$ cat src/rtl/th_disp_pkg.sv
// ---------------------------------------------------------------------------
// th_disp_pkg: segment codes, digit map and conversion states for th_seg_display
// Revision: 1.0
// ---------------------------------------------------------------------------
`default_nettype none

package th_disp_pkg;

  // Segment order {g,f,e,d,c,b,a}, active-low
  localparam logic [6:0] SEG_BLANK = 7'h7F;
  localparam logic [6:0] SEG_0     = 7'h40;
  localparam logic [6:0] SEG_1     = 7'h79;
  localparam logic [6:0] SEG_2     = 7'h24;
  localparam logic [6:0] SEG_3     = 7'h30;
  localparam logic [6:0] SEG_4     = 7'h19;
  localparam logic [6:0] SEG_5     = 7'h12;
  localparam logic [6:0] SEG_6     = 7'h02;
  localparam logic [6:0] SEG_7     = 7'h78;
  localparam logic [6:0] SEG_8     = 7'h00;
  localparam logic [6:0] SEG_9     = 7'h10;

  localparam logic [2:0] DIG_T_HUN = 3'd6;
  localparam logic [2:0] DIG_T_TEN = 3'd5;
  localparam logic [2:0] DIG_T_UNI = 3'd4;
  localparam logic [2:0] DIG_H_HUN = 3'd2;
  localparam logic [2:0] DIG_H_TEN = 3'd1;
  localparam logic [2:0] DIG_H_UNI = 3'd0;

  typedef enum logic [1:0] {
    ST_IDLE  = 2'd0,
    ST_SHIFT = 2'd1,
    ST_WRITE = 2'd2
  } conv_state_t;

  function automatic logic [6:0] seg_encode(input logic [3:0] d);
    case (d)
      4'd0:    return SEG_0;
      4'd1:    return SEG_1;
      4'd2:    return SEG_2;
      4'd3:    return SEG_3;
      4'd4:    return SEG_4;
      4'd5:    return SEG_5;
      4'd6:    return SEG_6;
      4'd7:    return SEG_7;
      4'd8:    return SEG_8;
      4'd9:    return SEG_9;
      default: return SEG_BLANK;
    endcase
  endfunction

endpackage

`default_nettype wire

$ cat src/rtl/bin2bcd8.sv
// ---------------------------------------------------------------------------
// bin2bcd8: sequential double-dabble, 8-bit binary to 3-digit BCD, 8 iterations
// Revision: 1.0
// ---------------------------------------------------------------------------
`default_nettype none

module bin2bcd8 (
  input  logic        clk_in,
  input  logic        rst_n,
  input  logic        start,
  input  logic [7:0]  bin,
  output logic [11:0] bcd,
  output logic        done
);

  logic [7:0]  bin_sh;
  logic [11:0] bcd_sh;
  logic [2:0]  iter;
  logic        busy;

  function automatic logic [11:0] adjust(input logic [11:0] b);
    logic [11:0] r;
    r = b;
    for (int i = 0; i < 3; i++) begin
      if (r[4*i +: 4] >= 4'd5) r[4*i +: 4] = r[4*i +: 4] + 4'd3;
    end
    return r;
  endfunction

  always_ff @(posedge clk_in or negedge rst_n) begin
    if (!rst_n) begin
      bin_sh <= '0;
      bcd_sh <= '0;
      iter   <= '0;
      busy   <= 1'b0;
    end else if (start) begin
      bin_sh <= bin;
      bcd_sh <= '0;
      iter   <= '0;
      busy   <= 1'b1;
    end else if (busy) begin
      {bcd_sh, bin_sh} <= {adjust(bcd_sh), bin_sh} << 1;
      iter             <= iter + 3'd1;
      if (iter == 3'd7) busy <= 1'b0;
    end
  end

  // High during the cycle whose edge completes the final iteration
  assign done = busy && (iter == 3'd7);
  assign bcd  = bcd_sh;

endmodule

`default_nettype wire

$ cat src/rtl/th_seg_display.sv
// ---------------------------------------------------------------------------
// th_seg_display: temperature/humidity BCD conversion and 8-digit 7-seg scan
// Revision: 1.0
// ---------------------------------------------------------------------------
`default_nettype none

module th_seg_display #(
  parameter int CLK_HZ   = 100000000,
  parameter int SCAN_HZ  = 1000,
  parameter int BLINK_HZ = 2
) (
  input  logic       clk_in,
  input  logic       rst_n,
  input  logic [7:0] temperature,
  input  logic [7:0] humidity,
  input  logic       alarm,
  output logic [7:0] an,
  output logic [6:0] seg,
  output logic       dp,
  output logic       conv_busy
);
  import th_disp_pkg::*;

  localparam int DWELL   = CLK_HZ / SCAN_HZ;
  localparam int HALF    = CLK_HZ / (2 * BLINK_HZ);
  localparam int PRESC_W = $clog2(DWELL);
  localparam int BLINK_W = (HALF > 1) ? $clog2(HALF) : 1;
  localparam logic [PRESC_W-1:0] PRESC_MAX = PRESC_W'(DWELL - 1);
  localparam logic [BLINK_W-1:0] BLINK_MAX = BLINK_W'(HALF - 1);

  conv_state_t state, state_nx;
  logic        start;
  logic [7:0]  t_snap, h_snap;
  logic        first_flag;
  logic [11:0] t_bcd, h_bcd, t_disp, h_disp;
  logic        t_done, h_done;

  bin2bcd8 u_t_bcd (.clk_in(clk_in), .rst_n(rst_n), .start(start), .bin(temperature),
                    .bcd(t_bcd), .done(t_done));
  bin2bcd8 u_h_bcd (.clk_in(clk_in), .rst_n(rst_n), .start(start), .bin(humidity),
                    .bcd(h_bcd), .done(h_done));

  always_comb begin
    state_nx = state;
    start    = 1'b0;
    case (state)
      ST_IDLE: begin
        if (temperature != t_snap || humidity != h_snap || first_flag) begin
          start    = 1'b1;
          state_nx = ST_SHIFT;
        end
      end
      ST_SHIFT: if (t_done && h_done) state_nx = ST_WRITE;
      ST_WRITE: state_nx = ST_IDLE;
      default:  state_nx = ST_IDLE;
    endcase
  end

  always_ff @(posedge clk_in or negedge rst_n) begin
    if (!rst_n) begin
      state      <= ST_IDLE;
      t_snap     <= '0;
      h_snap     <= '0;
      first_flag <= 1'b1;
      conv_busy  <= 1'b0;
      t_disp     <= '0;
      h_disp     <= '0;
    end else begin
      state <= state_nx;
      if (start) begin
        t_snap     <= temperature;
        h_snap     <= humidity;
        first_flag <= 1'b0;
        conv_busy  <= 1'b1;
      end
      if (state == ST_WRITE) begin
        t_disp    <= t_bcd;
        h_disp    <= h_bcd;
        conv_busy <= 1'b0;
      end
    end
  end

  logic [PRESC_W-1:0] presc;
  logic [2:0]         idx;
  logic [BLINK_W-1:0] blink_cnt;
  logic               phase;

  always_ff @(posedge clk_in or negedge rst_n) begin
    if (!rst_n) begin
      presc     <= '0;
      idx       <= '0;
      blink_cnt <= '0;
      phase     <= 1'b0;
    end else begin
      if (presc == PRESC_MAX) begin
        presc <= '0;
        idx   <= idx + 3'd1;
      end else begin
        presc <= presc + 1'b1;
      end
      if (blink_cnt == BLINK_MAX) begin
        blink_cnt <= '0;
        phase     <= ~phase;
      end else begin
        blink_cnt <= blink_cnt + 1'b1;
      end
    end
  end

  logic       blink_off, blank;
  logic [3:0] val;
  logic [6:0] seg_nx;

  always_comb begin
    blink_off = alarm && phase;
    val       = 4'd0;
    blank     = 1'b1;
    case (idx)
      DIG_T_HUN: begin val = t_disp[11:8]; blank = (t_disp[11:8] == 4'd0) || blink_off; end
      DIG_T_TEN: begin val = t_disp[7:4];  blank = (t_disp[11:4] == 8'd0) || blink_off; end
      DIG_T_UNI: begin val = t_disp[3:0];  blank = blink_off; end
      DIG_H_HUN: begin val = h_disp[11:8]; blank = (h_disp[11:8] == 4'd0); end
      DIG_H_TEN: begin val = h_disp[7:4];  blank = (h_disp[11:4] == 8'd0); end
      DIG_H_UNI: begin val = h_disp[3:0];  blank = 1'b0; end
      default:   begin val = 4'd0;         blank = 1'b1; end
    endcase
    seg_nx = blank ? SEG_BLANK : seg_encode(val);
  end

  always_ff @(posedge clk_in or negedge rst_n) begin
    if (!rst_n) begin
      an  <= 8'hFF;
      seg <= SEG_BLANK;
    end else begin
      an  <= ~(8'd1 << idx);
      seg <= seg_nx;
    end
  end

  assign dp = 1'b1;

endmodule

`default_nettype wire

$ cat config.mk
export PLATFORM = sky130hd
export DESIGN_NAME = th_seg_display
export DESIGN_NICKNAME = d
export VERILOG_FILES = /design/src/rtl/th_disp_pkg.sv /design/src/rtl/bin2bcd8.sv /design/src/rtl/th_seg_display.sv
export SDC_FILE = /design/constraint.sdc
export NUM_CORES = 1
export LEC_CHECK = 0
export ABC_CLOCK_PERIOD_IN_PS = 4300
export CORE_UTILIZATION = 60
export DETAILED_ROUTE_END_ITERATION = 8
export PLACE_DENSITY = 0.75
export SYNTH_ARGS = -nofsm -noshare
export SYNTH_HDL_FRONTEND = slang
export SYNTH_HIERARCHICAL = 1
export SYNTH_SLANG_ARGS = --single-unit
$ cat constraint.sdc
create_clock -name clk_in -period 4.3 [get_ports clk_in]
set_clock_uncertainty 0.05 [all_clocks]
set_input_delay 0.43 -clock clk_in [delete_from_list [all_inputs] [get_ports clk_in]]
set_output_delay 0.43 -clock clk_in [all_outputs]
set_load 0.02 [all_outputs]
### The metal 4 layer, run 1

Drawn at 3 px/um. Supply wires on this layer in gray.
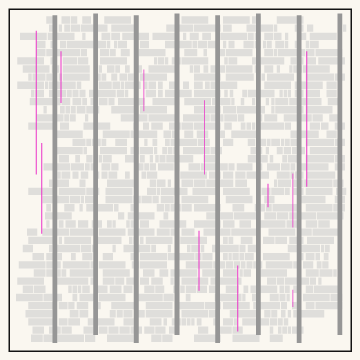
share of all routed wire	1.8%
nets with wire on the layer	7
main direction	vertical
wire length on this layer	250 um

### Pin map, run 1

Drawn at 3 px/um. Pins as bars across the die edge, other pins in gray.
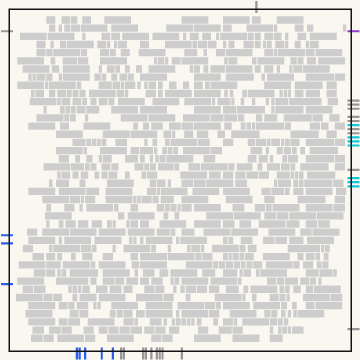
port	color	pins	direction	edge
seg	cyan	7	output	right
dp	purple	1	output	right
humidity	blue	8	input	5 bottom, 3 left

==> qor.yml, run 1 <==
timing:
  hold_viol: 0
  hold_ws_ns: 0.0266
  fin_ws_ns: 1.54
  relSlewSlack_pct: 18.3
  tightestPinTransition_ns: 1.22
  finalCriticalPeriod_ns: 2.76
  setup_viol_count_final: 0
  tns_ns: 0
synthesis:
  mux_share_pct: 9.91
  async_flop_share_pct: 100
  synth-simple-area-share_pct: 13.8
  ys_cells: 667
  yosys_area_um2: 7460
  edf_count: 0
  top_area_cell: "dfrtp_1"
  top_cells_by_area: "dfrtp_1 (46%), dfstp_2 (5.6%), ha_1 (4.9%)"
  synthAoiAreaFrac_pct: 9.91
  fp_nets: 715
  avgSynthCellArea_um2: 11.2
  ys_warn_count: 6
  xor_share_pct: 6.34
  synth.distinct_cells: 68
  ys_sh_adder_pct: 4.86
global_route:
  grt_max_degree: 94
  grt_first_pass_wirelength_um: 24600
  grt_pass1_vias: 5258
  gr-total-overflow: 0
  grt_usage_pct: 24.6
worst_setup_path:
  cp_slowest_cell: "nor2_1"
  path_cells: "nor2_1 > o41ai_2 > inv_2 > inv_1 > and4_1 > a311o_1"
  cp-startpoint: "state[0]$_DFFE_PN0P_"
  cp_max_fo: 42
  required_ns: 4.55
  slowest_delay_ns: 0.56
  arrival_ns: 3.01
  worstSetupEndpoint: "u_t_bcd/bcd[10]$_DFFE_PN0P_"
  cp-end-kind: "flip-flop"
  critPathKind: "reg2reg"
power_and_ir_drop:
  leakage_nw: 3.78
  power_frac_clock_pct: 29.5
  power_frac_seq_pct: 41.7
final_layout:
  area_growth_pct: 14.3
  finalNonFillerCells: 877
  mostFrequentLayoutCells: "dfrtp_1 (137), nand2_1 (49), nor2_1 (33), clkdlybuf4s50_1 (33), mux2_2 (31)"
  final_util_pct: 70.7
  fin_area_um2: 8530
  diodes: 0
place:
  routabilityCongestion: 0.827
  dpl.hpwl_um: 9640
  post_dp_cell_area_um2: 7900
  place_ws_ns: 1.21
die:
  dieArea_um2: 12900
  rows: 40
  ios: 36
  fp.dieH_um: 114
cts:
  cts-hold-fix-buffers: 0
  cts_tree: "yes"
  clk_path_buf_depth: 2
status:
  status: "finished, final reports clean"
detailed_routing:
  vias_per_cell: 5.86
  postRouteAntennaNets: 0
### Clock wiring as the flow saved it, run 1

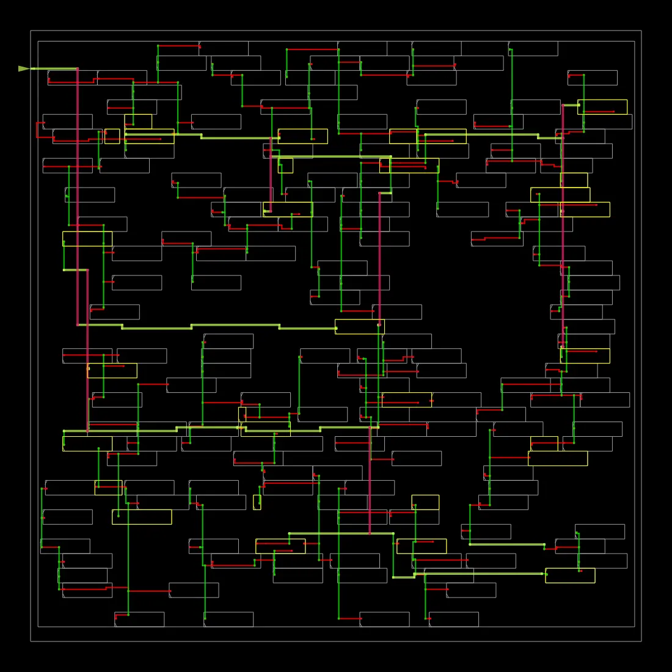
# clock sinks: 153
Clock Latency Late Sink: 0.42 ns
Clk. pwr: 1.55 mW
Num CTS Buffers: 17
num sequential: 153

[run 1: final cells by class]
class	instances	area [um2]
flip-flops and latches	153	3850
fillers	861	3530
multi-input cells	455	3350
inverters	31	119
repair buffers	39	379
clock buffers	25	515
clock inverters	6	110
well taps	168	210
[run 1: power groups by stage]
stage	clock [mW]	combinational, mW	sequential, mW
finish	1.55	1.52	2.20
global route	1.64	1.72	2.25
CTS	1.59	1.52	2.19
detailed placement	0	1.51	2.22
global placement	0	1.41	2.19
floorplan	0	1.20	2.11
[run 1: critical path, delay by kind of cell, from the launching register on]
kind / cells / cell delay, ns
AND-OR/OR-AND: 2 / 0.48
buffers and inverters: 2 / 0.87
AND/OR/NAND/NOR: 2 / 0.81
flip-flops: 1 / 0.41
[run 1: layer usage]
layer | vias to the layer above | GRT usage, % | part of all wire (%)
li1 | 2447 | - | -
met1 | 2552 | 31.2 | 46
met2 | 113 | 40.2 | 49
met3 | 26 | 6.11 | 3.6
met4 | 0 | 10.5 | 1.8
met5 | - | 0 | 0
[run 1: registers in the layout, summed over array words and instances (netlist names), 3 cells and up]
| name | flops |
|---|---|
| idx | 3 |
| u_t_bcd/iter | 3 |
| presc | 17 |
| t_disp | 12 |
| u_h_bcd/bin_sh | 8 |
| an | 8 |
| u_h_bcd/iter | 3 |
| h_snap | 8 |
| u_t_bcd/bin_sh | 8 |
| t_snap | 8 |
| u_t_bcd/bcd | 12 |
| blink_cnt | 25 |
| h_disp | 12 |
| seg | 7 |
| u_h_bcd/bcd | 12 |
[run 1: cell usage after synthesis, drive strengths merged (16+ instances only)]
cell	number
ha	29
inv	31
dfstp	16
xor2	29
xnor2	25
nand3	21
mux2i	24
buf	16
a21oi	21
nand2	49
dfrtp	137
mux2	44
o21ai	43
nor2	33
### Close-up of the layout, run 1

Window x 60 to 110, y 60 to 110 um. Cells in gray, sequential cells in the stronger gray; small squares are vias.
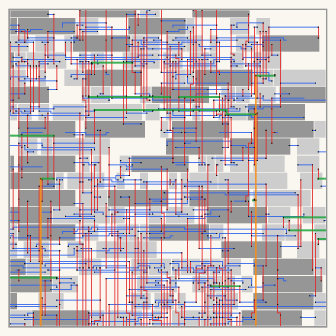

--- run 2 (diff from run 1) ---
- ABC_CLOCK_PERIOD_IN_PS: 4300 -> 2820
- clock period: 4.3 -> 2.82 ns (I/O delays scaled with it)
### Close-up of the layout, run 2

Window x 60 to 110, y 60 to 110 um. Cells in gray, sequential cells in the stronger gray; small squares are vias.
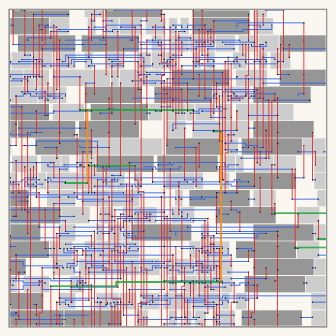
layer	color
M4	orange
M2	red
M3	green
M1	blue
netlist names of flops here include	presc (13), an (8), h_disp (6)
cells with their middle in the window	166
sequential cells in the window	35
most frequent	dfrtp_1 (22), nand2_1 (14)

### The metal 4 layer, run 2

Drawn at 3 px/um. Supply wires on this layer in gray.
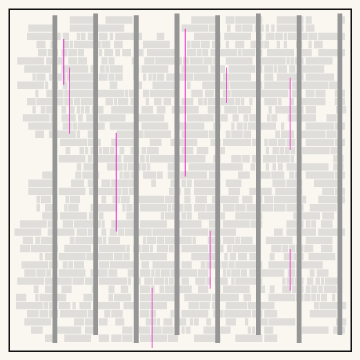
wire length on this layer	206 um
main direction	vertical
nets with wire on the layer	4
share of all routed wire	1.4%

==> qor.yml, run 2 <==
worst_setup_path:
  cp_max_fo: 10  # was 42
  path_cells: "inv_1 > ha_1 > a222oi_1 > a21o_1 > a21oi_1 > inv_1 > ha_1 > nor3_1 > a211o_1 > a21o_1"  # was nor2_1 > o41ai_2 > inv_2 > inv_1 > and4_1 > a311o_1
  critPathKind: "reg2reg"  # unchanged
  arrival_ns: 2.80  # was 3.01 ns
final_layout:
  area_growth_pct: 15.3  # was 14.3%
  fin_area_um2: 8600  # was 8530 um2
  final_util_pct: 71.3  # was 70.7%
timing:
  hold_viol: 0  # unchanged
  fin_ws_ns: 0.338  # was 1.54 ns
  setup_viol_count_final: 0  # unchanged
  tightestPinTransition_ns: 0.737  # was 1.22 ns
synthesis:
  async_flop_share_pct: 100  # unchanged
  ys_warn_count: 6  # unchanged
  avgSynthCellArea_um2: 11.2  # unchanged
  edf_count: 0  # unchanged
  top_cells_by_count: "dfrtp_1 (137), nand2_1 (49), nor2_1 (33)"  # unchanged
  mux_share_pct: 9.91  # unchanged
  ys_sh_adder_pct: 4.86  # unchanged
  xor_share_pct: 6.34  # unchanged
  top_area_cell: "dfrtp_1"  # unchanged
  fp_nets: 715  # unchanged
place:
  dpl.hpwl_um: 9790  # was 9640 um
  routabilityCongestion: 0.858  # was 0.827
cts:
  cts.sinks: 153  # unchanged
  clk_path_buf_depth: 2  # unchanged
  cts-hold-fix-buffers: 1  # was 0
die:
  ios: 36  # unchanged
  dieArea_um2: 12900  # unchanged
  rows: 40  # unchanged
global_route:
  grt_usage_pct: 24.7  # was 24.6%
  grt_pass1_vias: 5207  # was 5,258
  grt_max_degree: 85  # was 94
detailed_routing:
  postRouteAntennaNets: 0  # unchanged
power_and_ir_drop:
  leakage_nw: 3.83  # was 3.78 nW
status:
  status: "finished, final reports clean"  # unchanged
### Clock wiring as the flow saved it, run 2

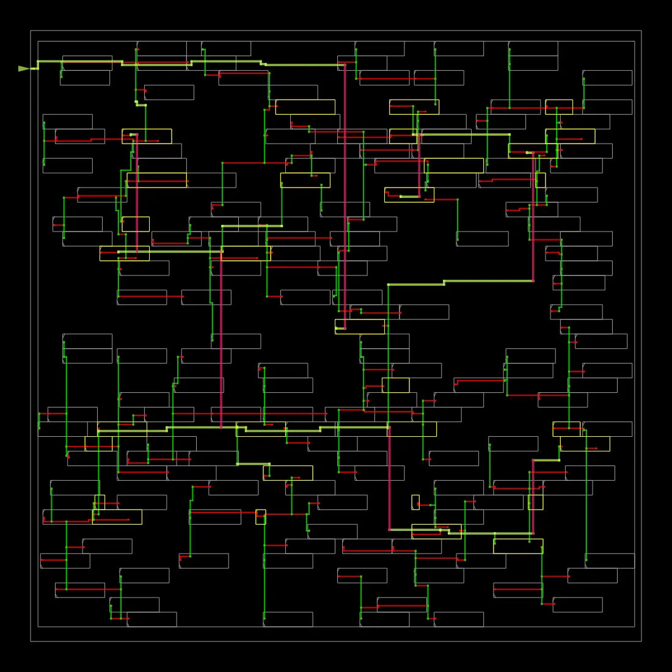
Clk. pwr: 2.37 mW
Clock Latency Late Sink: 0.43 ns
clock buffers: 24

-- run 2: cell counts after synthesis --
Identical to the previous run, type by type.
-- run 2: worst max path at each step --
stage / start / endpoint / slack, ns / depth (start not counted)
finish: idx[0]$_DFFE_PN0N_ / seg[4]$_DFF_PN1_ / 0.34 / 10
global route: idx[1]$_DFFE_PN0N_ / seg[4]$_DFF_PN1_ / 0.13 / 10
CTS: idx[0]$_DFFE_PN0N_ / seg[4]$_DFF_PN1_ / 0.34 / 10
detailed placement: temperature[6] / u_h_bcd/bcd[9]$_DFFE_PN0P_ / 0.04 / 8
global placement: temperature[6] / u_t_bcd/bcd[1]$_DFFE_PN0P_ / 0.18 / 8
floorplan: t_snap[6]$_DFFE_PN0P_ / u_h_bcd/bcd[9]$_DFFE_PN0P_ / 0.38 / 9
-- run 2: worst max-delay path: cells and delay by family, from the launching register on --
| kind | cells | cell delay, ns |
|---|---|---|
| AND-OR/OR-AND | 5 | 0.91 |
| adder cells (fa/ha/maj) | 2 | 0.62 |
| flip-flops | 1 | 0.40 |
| buffers and inverters | 2 | 0.26 |
| AND/OR/NAND/NOR | 1 | 0.18 |
-- run 2: cell type report --
cell class	instances	area [um2]
inverters	31	119
repair buffers	47	454
clock inverters	7	113
well taps	168	210
multi-input cells	455	3350
clock buffers	24	512
flip-flops and latches	153	3850
fillers	842	3460
-- run 2: routing by layer --
layer	wire (um)	track usage, %	vias up	share of wire [%]
met2	7110	40.8	73	49
met3	378	6.32	18	2.6
met1	6720	32.1	2563	47
met5	0	0	-	0
li1	-	-	2459	-
met4	206	7.54	0	1.4
-- run 2: report_power, final --
part           internal [mW]  leakage (nW)  switching, mW  total (mW)
logic                   1.14          1.60           1.22        2.36
registers               2.81          1.92          0.546        3.35
clock network           1.52         0.308          0.843        2.37
total                   5.46          3.83           2.61        8.07
No activity file was given, so power comes from the tool's default toggle rates.
